[src/rtl/ring_fetch_ctrl_pkg.sv]
// Shared types and defaults for the ring buffer read-side fetch sequencer.
package ring_fetch_ctrl_pkg;

  localparam int unsigned APP_IDX_WIDTH = 4;
  localparam int unsigned PDU_DEPTH_DEF = 512;
  localparam int unsigned THRESHOLD_DEF = 64;
  localparam int unsigned FLIT_WIDTH    = 512;

  typedef enum logic [1:0] {
    IDLE,
    FETCH,
    DRAIN
  } fetch_state_t;

  typedef struct packed {
    logic                  sop;
    logic                  eop;
    logic [FLIT_WIDTH-1:0] data;
  } fetch_flit_t;

endpackage

[src/rtl/fetch_skid_fifo.sv]
// Register FIFO of fetch flits with first-word-fall-through output and an
// empty-bypass path so a returning flit can be accepted in its arrival cycle.
module fetch_skid_fifo
  import ring_fetch_ctrl_pkg::*;
#(
  parameter int unsigned DEPTH = 4,
  parameter int unsigned CNT_W = $clog2(DEPTH + 1)
) (
  input  logic             i_clk,
  input  logic             i_rst,
  input  logic             i_push,
  input  fetch_flit_t      i_flit,
  input  logic             i_ready,
  output logic             o_valid,
  output fetch_flit_t      o_flit,
  output logic             o_pop,
  output logic [CNT_W-1:0] o_count
);

  localparam int unsigned PW = (DEPTH > 1) ? $clog2(DEPTH) : 1;

  fetch_flit_t      r_mem [DEPTH];
  logic [PW-1:0]    r_wr_ptr, r_rd_ptr;
  logic [CNT_W-1:0] r_count;
  logic             w_empty, w_wr, w_rd;

  function automatic logic [PW-1:0] ptr_inc(input logic [PW-1:0] p);
    return (p == PW'(DEPTH - 1)) ? '0 : p + 1'b1;
  endfunction

  assign w_empty = (r_count == '0);
  assign o_valid = !w_empty || i_push;
  assign o_flit  = !w_empty ? r_mem[r_rd_ptr] : (i_push ? i_flit : '0);
  assign o_pop   = o_valid && i_ready;
  assign w_rd    = o_pop && !w_empty;
  // An arriving flit skips storage when the FIFO is empty and it is taken at once.
  assign w_wr    = i_push && !(w_empty && i_ready);
  assign o_count = r_count;

  always_ff @(posedge i_clk) begin
    if (w_wr) begin
      r_mem[r_wr_ptr] <= i_flit;
    end
  end

  always_ff @(posedge i_clk) begin
    if (i_rst) begin
      r_wr_ptr <= '0;
      r_rd_ptr <= '0;
      r_count  <= '0;
    end else begin
      if (w_wr) r_wr_ptr <= ptr_inc(r_wr_ptr);
      if (w_rd) r_rd_ptr <= ptr_inc(r_rd_ptr);
      case ({w_wr, w_rd})
        2'b10:   r_count <= r_count + 1'b1;
        2'b01:   r_count <= r_count - 1'b1;
        default: r_count <= r_count;
      endcase
    end
  end

endmodule

[src/rtl/ring_fetch_ctrl.sv]
// Read-side sequencer: issues ring buffer reads for one DMA job and streams the flits out.
// Optional counters enabled by defining RING_FETCH_STATS_EN.
module ring_fetch_ctrl
  import ring_fetch_ctrl_pkg::*;
#(
  parameter int unsigned PDU_DEPTH  = PDU_DEPTH_DEF,
  parameter int unsigned PDU_AWIDTH = $clog2(PDU_DEPTH),
  parameter int unsigned THRESHOLD  = THRESHOLD_DEF,
  parameter int unsigned RD_LATENCY = 2,
  parameter int unsigned FIFO_DEPTH = 4
) (
  input  logic                     i_clk,
  input  logic                     i_rst,
  input  logic                     i_dma_start,
  input  logic [PDU_AWIDTH-1:0]    i_dma_base_addr,
  input  logic [PDU_AWIDTH-1:0]    i_dma_size,
  input  logic [APP_IDX_WIDTH-1:0] i_dma_queue,
  output logic                     o_dma_done,
  output logic                     o_rd_en,
  output logic [PDU_AWIDTH-1:0]    o_rd_addr,
  input  logic                     i_rd_valid,
  input  logic [FLIT_WIDTH-1:0]    i_rd_data,
  output logic                     o_out_valid,
  input  logic                     i_out_ready,
  output logic [FLIT_WIDTH-1:0]    o_out_data,
  output logic                     o_out_sop,
  output logic                     o_out_eop,
  output logic [APP_IDX_WIDTH-1:0] o_out_queue,
  output logic                     o_err_busy,
  output logic                     o_err_zero
`ifdef RING_FETCH_STATS_EN
  ,
  output logic [31:0]              o_stat_jobs,
  output logic [31:0]              o_stat_flits,
  output logic [31:0]              o_stat_stall
`endif
);

  localparam int unsigned MAX_SLOT = PDU_DEPTH - THRESHOLD;
  localparam int unsigned CW       = PDU_AWIDTH + 1;
  localparam int unsigned FCW      = $clog2(FIFO_DEPTH + 1);

  if (FIFO_DEPTH < RD_LATENCY + 2) begin : g_depth_chk
    $error("FIFO_DEPTH must cover RD_LATENCY + 2");
  end

  fetch_state_t             r_state, w_state_nxt;
  logic [PDU_AWIDTH-1:0]    r_cur_addr, r_rd_addr;
  logic [CW-1:0]            r_size, r_issued, r_outst, r_ret_idx, r_popped;
  logic [APP_IDX_WIDTH-1:0] r_queue;
  logic                     r_rd_en, r_done, r_err_busy, r_err_zero;

  logic                     w_start_ok, w_fetch_ok, w_issue, w_last_issue, w_last_pop;
  logic [PDU_AWIDTH-1:0]    w_issue_addr, w_next_addr;
  logic [CW-1:0]            w_issue_idx, w_issue_size, w_addr_inc;
  logic                     w_in_valid, w_out_valid, w_pop;
  fetch_flit_t              w_in_flit, w_head;
  logic [FCW-1:0]           w_fifo_count;

  // A job's first read is launched on the accepting edge to meet minimum latency.
  assign w_start_ok   = (r_state == IDLE) && i_dma_start && (i_dma_size != '0);
  assign w_fetch_ok   = (r_state == FETCH) && (r_issued < r_size) &&
                        ((r_outst + CW'(w_fifo_count)) < CW'(FIFO_DEPTH));
  assign w_issue      = w_start_ok || w_fetch_ok;
  assign w_issue_addr = w_start_ok ? i_dma_base_addr : r_cur_addr;
  assign w_issue_idx  = w_start_ok ? '0 : r_issued;
  assign w_issue_size = w_start_ok ? {1'b0, i_dma_size} : r_size;
  assign w_last_issue = w_issue && ((w_issue_idx + CW'(1)) == w_issue_size);
  assign w_addr_inc   = {1'b0, w_issue_addr} + CW'(1);
  assign w_next_addr  = (w_addr_inc >= CW'(MAX_SLOT)) ? '0 : w_addr_inc[PDU_AWIDTH-1:0];

  // Returns are only meaningful inside a job; stale ones after reset are dropped.
  assign w_in_valid     = i_rd_valid && (r_state != IDLE);
  assign w_in_flit.sop  = (r_ret_idx == '0);
  assign w_in_flit.eop  = (r_ret_idx == (r_size - CW'(1)));
  assign w_in_flit.data = i_rd_data;
  assign w_last_pop     = w_pop && ((r_popped + CW'(1)) == r_size);

  fetch_skid_fifo #(
    .DEPTH (FIFO_DEPTH),
    .CNT_W (FCW)
  ) u_fifo (
    .i_clk   (i_clk),
    .i_rst   (i_rst),
    .i_push  (w_in_valid),
    .i_flit  (w_in_flit),
    .i_ready (i_out_ready),
    .o_valid (w_out_valid),
    .o_flit  (w_head),
    .o_pop   (w_pop),
    .o_count (w_fifo_count)
  );

  always_comb begin
    w_state_nxt = r_state;
    unique case (r_state)
      IDLE:    if (w_start_ok) w_state_nxt = w_last_issue ? DRAIN : FETCH;
      FETCH:   if (w_last_issue) w_state_nxt = DRAIN;
      DRAIN:   if (w_last_pop) w_state_nxt = IDLE;
      default: w_state_nxt = IDLE;
    endcase
  end

  always_ff @(posedge i_clk) begin
    if (i_rst) begin
      r_state    <= IDLE;
      r_cur_addr <= '0;
      r_rd_addr  <= '0;
      r_rd_en    <= 1'b0;
      r_size     <= '0;
      r_issued   <= '0;
      r_outst    <= '0;
      r_ret_idx  <= '0;
      r_popped   <= '0;
      r_queue    <= '0;
      r_done     <= 1'b0;
      r_err_busy <= 1'b0;
      r_err_zero <= 1'b0;
    end else begin
      r_state <= w_state_nxt;
      r_rd_en <= w_issue;
      r_done  <= w_last_pop || ((r_state == IDLE) && i_dma_start && (i_dma_size == '0));
      if (r_state == IDLE && i_dma_start) begin
        r_cur_addr <= i_dma_base_addr;
        r_size     <= {1'b0, i_dma_size};
        r_queue    <= i_dma_queue;
        r_issued   <= '0;
        r_ret_idx  <= '0;
        r_popped   <= '0;
        if (i_dma_size == '0) r_err_zero <= 1'b1;
      end
      if (r_state != IDLE && i_dma_start) r_err_busy <= 1'b1;
      if (w_issue) begin
        r_rd_addr  <= w_issue_addr;
        r_cur_addr <= w_next_addr;
        r_issued   <= w_issue_idx + CW'(1);
      end
      case ({w_issue, w_in_valid})
        2'b10:   r_outst <= r_outst + CW'(1);
        2'b01:   r_outst <= r_outst - CW'(1);
        default: r_outst <= r_outst;
      endcase
      if (w_in_valid) r_ret_idx <= r_ret_idx + CW'(1);
      if (w_pop)      r_popped  <= r_popped + CW'(1);
    end
  end

  assign o_dma_done  = r_done;
  assign o_rd_en     = r_rd_en;
  assign o_rd_addr   = r_rd_addr;
  assign o_out_valid = w_out_valid;
  assign o_out_data  = w_head.data;
  assign o_out_sop   = w_head.sop;
  assign o_out_eop   = w_head.eop;
  assign o_out_queue = r_queue;
  assign o_err_busy  = r_err_busy;
  assign o_err_zero  = r_err_zero;

`ifdef RING_FETCH_STATS_EN
  logic [31:0] r_stat_jobs, r_stat_flits, r_stat_stall;

  always_ff @(posedge i_clk) begin
    if (i_rst) begin
      r_stat_jobs  <= '0;
      r_stat_flits <= '0;
      r_stat_stall <= '0;
    end else begin
      if (r_done && (r_size != '0) && (r_stat_jobs != '1)) r_stat_jobs <= r_stat_jobs + 32'd1;
      if (w_pop && (r_stat_flits != '1)) r_stat_flits <= r_stat_flits + 32'd1;
      if (w_out_valid && !i_out_ready && (r_stat_stall != '1)) begin
        r_stat_stall <= r_stat_stall + 32'd1;
      end
    end
  end

  assign o_stat_jobs  = r_stat_jobs;
  assign o_stat_flits = r_stat_flits;
  assign o_stat_stall = r_stat_stall;
`endif

endmodule

[config.mk]
export PLATFORM = sky130hd
export DESIGN_NAME = ring_fetch_ctrl
export DESIGN_NICKNAME = d
export VERILOG_FILES = /design/src/rtl/ring_fetch_ctrl_pkg.sv /design/src/rtl/fetch_skid_fifo.sv /design/src/rtl/ring_fetch_ctrl.sv
export SDC_FILE = /design/constraint.sdc
export NUM_CORES = 2
export LEC_CHECK = 0
export CAP_MARGIN = 20
export CELL_PAD_IN_SITES_DETAIL_PLACEMENT = 1
export CELL_PAD_IN_SITES_GLOBAL_PLACEMENT = 1
export CORE_MARGIN = 3
export CORE_UTILIZATION = 35
export CTS_BUF_LIST = sky130_fd_sc_hd__clkbuf_4
export CTS_CLUSTER_SIZE = 20
export DETAILED_ROUTE_END_ITERATION = 8
export GPL_ROUTABILITY_DRIVEN = 0
export HOLD_SLACK_MARGIN = 0.02
export PLACE_DENSITY_LB_ADDON = 0.1
export SKIP_LAST_GASP = 1
export SYNTH_ARGS = -nofsm -noshare
export SYNTH_HDL_FRONTEND = slang
export SYNTH_HIERARCHICAL = 1
export SYNTH_SLANG_ARGS = --single-unit
[constraint.sdc]
create_clock -name i_clk -period 43.7 [get_ports i_clk]
set_input_delay 8.74 -clock i_clk [delete_from_list [all_inputs] [get_ports i_clk]]
set_output_delay 8.74 -clock i_clk [all_outputs]
set_load 0.02 [all_outputs]
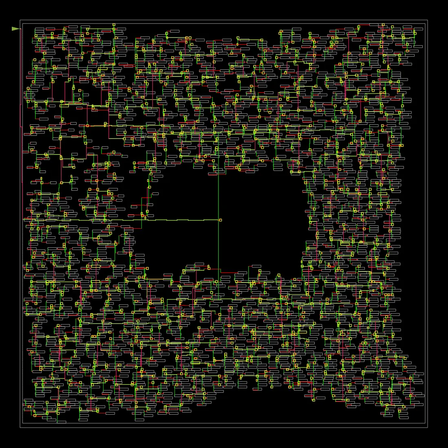
(images/final_clocks.png)
power consumed by the clock network: 0.00181 W
clk_buf instances: 896
Latency at later pin: 1.32 ns

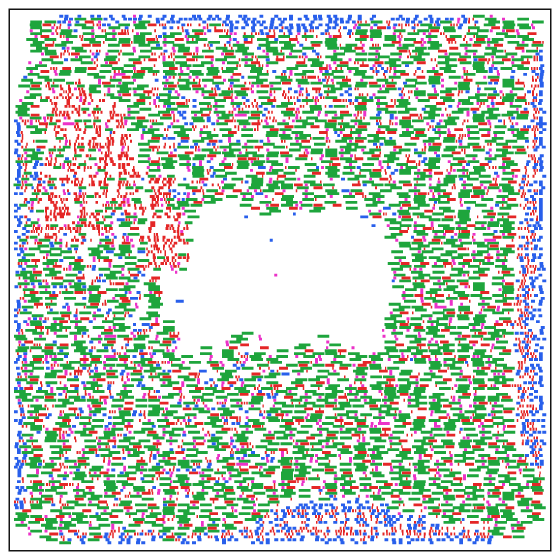
(images/cell_classes.png)
legend:
  all other logic:
    colour: red
    cells: 2656
  flip-flops:
    colour: green
    cells: 2142
  clock drivers and dummy loads:
    colour: magenta
    cells: 1011
  other buffers and delay cells:
    colour: blue
    cells: 1140
placement row count: 182
core footprint: 0.247 sq mm
sequential share of cell area: 58.5%

==> results.cfg <==
; physical design summary
[cells_and_area]
layout_overhead_on_the_synthesized_area_pct = 24.5
non_clock_buffer_area_fraction_pct = 10.5
comb_cells = 2629
comb_share_pct = 20.0
final.signal_buffer_count = 1140
fill_cells = 24655
stdcell_count = 10297
final_layout_top_logic_cell = sky130_fd_sc_hd__edfxtp_1
post_route_cells_drive_above_1_share_pct = 22.3
layout.non_clock_inverters = 27
fin_nets = 7114

[min_path]
whs_endpoint = o_err_busy$_SDFFE_PP0P_
min_path_type = flop to flop
timing.hold.worst.start = o_err_busy$_SDFFE_PP0P_

[routing]
detail_route.wl_per_cell_um = 26.3
detailroute.via_count = 52574
drc = 0
drt-initial-drc-count = 3391
wl_mm = 271
drt-pass1-iter-count = 7
wl_met2_mm = 135
final_antenna_net_count = 0
routedLengthMet1_mm = 110

[worst_setup_path]
data_required_time_at_the_worst_endpoint_ns = 34.96
r2r_start = r_size[6]$_SDFFE_PP0P_
critPathMaxFanout = 111
family_with_the_most_delay_on_the_worst_path = buffers and inverters
critPathLaunch = i_rd_valid
cp_num_buf_inv = 6
worst_setup_path_end_kind = output port
timing.critical_path.depth = 9
cell_breakdown_of_the_critical_path = clkdlybuf4s50_1 -> o21ai_0 -> clkbuf_4 -> inv_8 -> buf_4 -> buf_4 -> nand3_1 -> nand2_1 -> clkdlybuf4s50_1
cp-endpoint = o_out_data[292]
timing.critical_path.from_type = primary input
arrival_time_worst_endpoint_ns = 12.92

[synth]
enable_flop_cells = 2056
synth.net_count = 5699
mappedNetlistArea_sq_mm = 0.0871
synth-xor-area-share_pct = 0.553
yosys.cell_types.count = 77
yosys_cells = 5132
synth.top_cells.by_count = sky130_fd_sc_hd__edfxtp_1, sky130_fd_sc_hd__nand2_1, sky130_fd_sc_hd__nand3_1
numSynthFlops = 2142
async_sr_flop_fraction_pct = 0
synth_chip_area_sq_mm = 0.0871
post_synth.cell_area_avg_sq_um = 17.0
yosys-dominant-comb-family = multiplexers
synth_cells = 5132
synth-compound-area-share_pct = 1.32
synthMostInstantiatedCell = sky130_fd_sc_hd__edfxtp_1
synth.top_cells.by_area = sky130_fd_sc_hd__edfxtp_1, sky130_fd_sc_hd__mux4_2, sky130_fd_sc_hd__nand2_1
ys_seq_share_pct = 72.8
post_synth_and_or_nand_nor_area_fraction_pct = 9.08

[clock_network]
cts_sinks = 2142
tritoncts = built
worst_setup_hold_path_clk_slew_ns = 0.05
max-clock-path-buffers = 4
clock_tree.root_cell = sky130_fd_sc_hd__clkbuf_4
numCtsBuffers = 607
post_cts.repair.setup_buffers = 0

[sta]
finalMaxSlewViolations = 0
final.period_utilization_pct = 49.6
hold_violations = 0
worst_slew_pin_slew_ns = 1.12
hold_ws_ns = 0.458
grt_setup_unrepaired = false
clock_skew_ns = 0.142
finalCriticalPeriod_ns = 21.66

[place]
dp.final_hpwl_mm = 172
placedInstanceArea_sq_mm = 0.101
pre_cts_ws_ns = 21.73
numPortBuffers = 1070
dp.cells = 9247

[power_and_ir_drop]
power_density_mw_per_mm2 = 52.7
static-leakage-power_nw = 36.3

[global_route]
grt_overflow = 0
grt_first_pass_wirelength_mm = 394
grt_start_max_net_pins = 153
groute.layer.met1.usage_pct = 26.1
grtUsageTotal_pct = 20.7
groute.layer.met3.usage_pct = 6.11

[floorplanning]
io_pins = 1071
nWellTaps = 3312
dieArea_sq_mm = 0.255

[run]
log.warning_count = 82
cap_violations = 0

[status]
status = finished clean
flip-flops by register name, indices dropped and copies added, names as in the netlist, named ones only:
| signal | flops |
|---|---|
| o_rd_addr | 9 |
| r_state | 2 |
| u_fifo/r_rd_ptr | 2 |
| o_err_zero | 1 |
| o_out_queue | 4 |
| r_cur_addr | 9 |
| r_ret_idx | 10 |
| r_outst | 10 |
| u_fifo/r_mem | 2056 |
| u_fifo/o_count | 3 |
| r_size | 9 |
| o_err_busy | 1 |
| o_rd_en | 1 |
| o_dma_done | 1 |
| r_popped | 10 |
| r_issued | 10 |
| u_fifo/r_wr_ptr | 2 |
where the power goes:
group / internal [W] / switching, W / total (W)
combinational: 0.000608 / 0.000982 / 0.00159
sequential: 0.00229 / 0.0000230 / 0.00232
clock: 0.000984 / 0.000825 / 0.00181
Power and IR drop assume default switching activity.
